File: src/rtl/div_16bit_seq.sv
`default_nettype none
// ============================================================================
// Module      : div_16bit_seq
// Description : Multi-cycle unsigned restoring divider, one quotient bit per
//               clock, with a start/busy/done handshake.
// Revision    : 1.0 - initial release
// ============================================================================
module div_16bit_seq #(
  parameter int WIDTH = 16
) (
  input  logic             clk,
  input  logic             rst_n,
  input  logic             start,
  input  logic [WIDTH-1:0] dividend,
  input  logic [WIDTH-1:0] divisor,
  output logic             busy,
  output logic             done,
  output logic [WIDTH-1:0] quotient,
  output logic [WIDTH-1:0] remainder,
  output logic             div_by_zero
);

  localparam int            CW     = $clog2(WIDTH);
  localparam logic [CW-1:0] LAST   = CW'(WIDTH - 1);
  localparam logic [1:0]    S_IDLE = 2'd0;
  localparam logic [1:0]    S_RUN  = 2'd1;
  localparam logic [1:0]    S_DONE = 2'd2;

  logic [1:0]       state_q, state_d;
  logic [WIDTH-1:0] d_q, d_d;
  logic [WIDTH-1:0] q_q, q_d;
  logic [WIDTH-1:0] r_q, r_d;
  logic [CW-1:0]    count_q, count_d;
  logic [WIDTH-1:0] quot_q, quot_d;
  logic [WIDTH-1:0] rem_q, rem_d;
  logic             dbz_q, dbz_d;

  logic             w_div_zero;
  logic [WIDTH:0]   w_shift;
  logic [WIDTH:0]   w_trial;

  assign w_div_zero = (divisor == '0);
  // The restored remainder is always below D, so the partial remainder's top
  // bit is only ever meaningful inside the shifted trial value.
  assign w_shift    = {r_q, q_q[WIDTH-1]};
  assign w_trial    = w_shift - {1'b0, d_q};

  // State register
  always_ff @(posedge clk or negedge rst_n) begin
    if (!rst_n) state_q <= S_IDLE;
    else        state_q <= state_d;
  end

  // Next-state logic
  always_comb begin
    state_d = state_q;
    case (state_q)
      S_IDLE:  if (start) state_d = w_div_zero ? S_DONE : S_RUN;
      S_RUN:   if (count_q == LAST) state_d = S_DONE;
      S_DONE:  state_d = S_IDLE;
      default: state_d = S_IDLE;
    endcase
  end

  // Output logic
  always_comb begin
    busy = (state_q != S_IDLE);
    done = (state_q == S_DONE);
  end

  always_comb begin
    d_d     = d_q;
    q_d     = q_q;
    r_d     = r_q;
    count_d = count_q;
    quot_d  = quot_q;
    rem_d   = rem_q;
    dbz_d   = dbz_q;
    case (state_q)
      S_IDLE: begin
        if (start) begin
          d_d     = divisor;
          q_d     = dividend;
          r_d     = '0;
          count_d = '0;
          if (w_div_zero) begin
            quot_d = '1;
            rem_d  = dividend;
            dbz_d  = 1'b1;
          end
        end
      end
      S_RUN: begin
        if (!w_trial[WIDTH]) begin
          r_d = w_trial[WIDTH-1:0];
          q_d = {q_q[WIDTH-2:0], 1'b1};
        end else begin
          r_d = w_shift[WIDTH-1:0];
          q_d = {q_q[WIDTH-2:0], 1'b0};
        end
        count_d = count_q + 1'b1;
        // Results are published on the edge entering DONE so they are stable with done.
        if (count_q == LAST) begin
          quot_d = q_d;
          rem_d  = r_d;
          dbz_d  = 1'b0;
        end
      end
      default: ;
    endcase
  end

  always_ff @(posedge clk or negedge rst_n) begin
    if (!rst_n) begin
      d_q     <= '0;
      q_q     <= '0;
      r_q     <= '0;
      count_q <= '0;
      quot_q  <= '0;
      rem_q   <= '0;
      dbz_q   <= 1'b0;
    end else begin
      d_q     <= d_d;
      q_q     <= q_d;
      r_q     <= r_d;
      count_q <= count_d;
      quot_q  <= quot_d;
      rem_q   <= rem_d;
      dbz_q   <= dbz_d;
    end
  end

  assign quotient    = quot_q;
  assign remainder   = rem_q;
  assign div_by_zero = dbz_q;

endmodule
`default_nettype wire

File: config.mk
export PLATFORM = sky130hd
export DESIGN_NAME = div_16bit_seq
export DESIGN_NICKNAME = d
export VERILOG_FILES = /design/src/rtl/div_16bit_seq.sv
export SDC_FILE = /design/constraint.sdc
export NUM_CORES = 1
export LEC_CHECK = 0
export CAP_MARGIN = 20
export CORE_MARGIN = 2
export CORE_UTILIZATION = 59
export DETAILED_ROUTE_END_ITERATION = 12
export PLACE_DENSITY = 0.86
export SLEW_MARGIN = 10
export SYNTH_ARGS = -nofsm -noshare
export SYNTH_HDL_FRONTEND = slang
export SYNTH_SLANG_ARGS = --single-unit
File: constraint.sdc
create_clock -name clk -period 4 [get_ports clk]
set_input_delay 1.2 -clock clk [delete_from_list [all_inputs] [get_ports clk]]
set_output_delay 1.2 -clock clk [all_outputs]
set_load 0.02 [all_outputs]
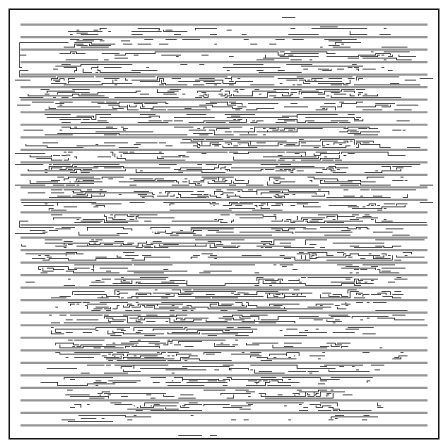
**Above:** metal 1.
Supply wires on this layer in grey.
longest straight run: 26.7 µm
main direction: horizontal
nets with wire on the layer: 563
share of all routed wire: 44%
wire length on this layer: 5,330 µm

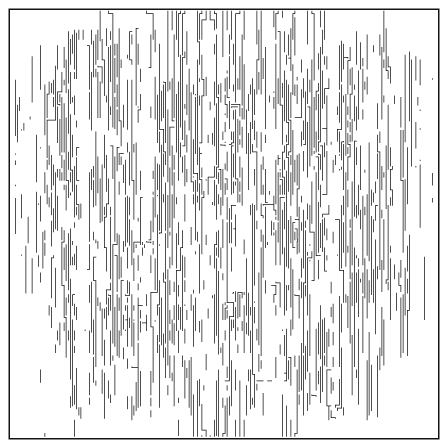
**Above:** metal 2.
nets with wire on the layer: 523
wire length on this layer: 5,980 µm

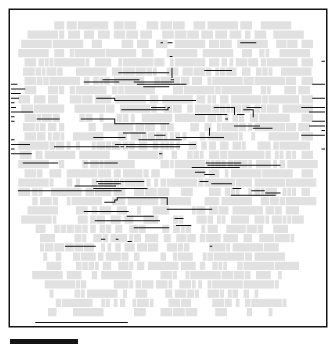
**Above:** metal 3.
Scale bar: 20 µm. Cells faint in the background.
main direction: horizontal
nets with wire on the layer: 70
wire length on this layer: 689 µm

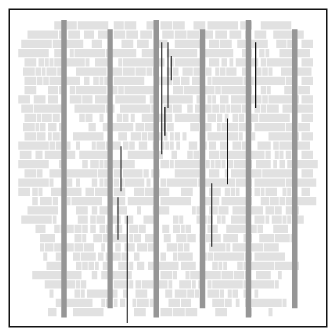
**Above:** M4 wires.
Supply wires on this layer in grey. Cells faint in the background.
nets with wire on the layer: 8
wire length on this layer: 180 µm
Post-Route WL: 12,200 µm
DR vias: 4,081

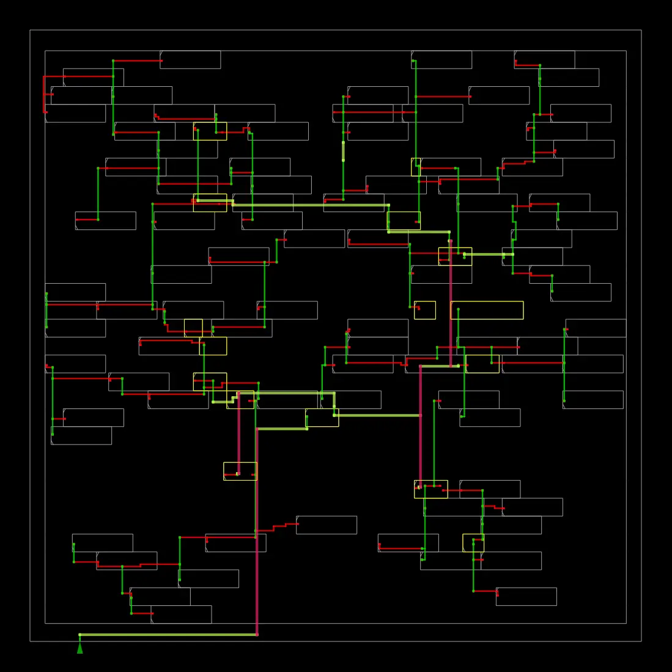
**Above:** clock wiring as the flow saved it.
flop count: 87
Max Clock Skew: 0.0105 ns
CTS Sinks: 87
TritonCTS buffer count: 9

==> CHANGELOG.md <==
### Implementation results

- GP Congestion: 0.904
- Die Area: 0.00863 mm²
- Buffer and inverter count on the worst path: 2
- Worst setup EP type: register
- RSZ-0062 raised after global routing: false
- CP Launch Point: divisor[11]
- WL/cell: 18.2 µm
- Share of layout cells above drive strength 1: 7.39%
- Top routing layer used: met4
- Tool warnings: 26
- Flop share of the area: 38.5%
- Synthesized area per cell: 9.35 µm²
- # nets final: 616
- Diodes inserted: 0
- FF-to-FF path depth: 12
- Number of tapcells: 102
- Antenna violations before repair: 0
- Status: complete, no violations
- Die Y: 92.9 µm
- CP endpoint: quotient[8]
- Slew Viols, Final: 0
- GR Util met1: 42.1%
- WP depth: 8
- MaxCap Viol Count: 0
- DRC: 0
- Clk power: 642 µW
- Max Root-Sink Buffers: 2
- # resized after CTS: 0
- Met3 wire length: 689 µm
- Most frequent cells in the layout: dfrtp_1, nand2_1, clkdlybuf4s50_1
- Slowest stage cell, crit path: nand2_1
- Worst setup path class: in2reg
- Max rail drop VDD: 628 µV
- Synth top area share: 46.7%
- Ys flop type: dfrtp_1
- RR Startpoint: q_q[15]
Power figures rest on the tool's default switching activity, not on a simulated workload.
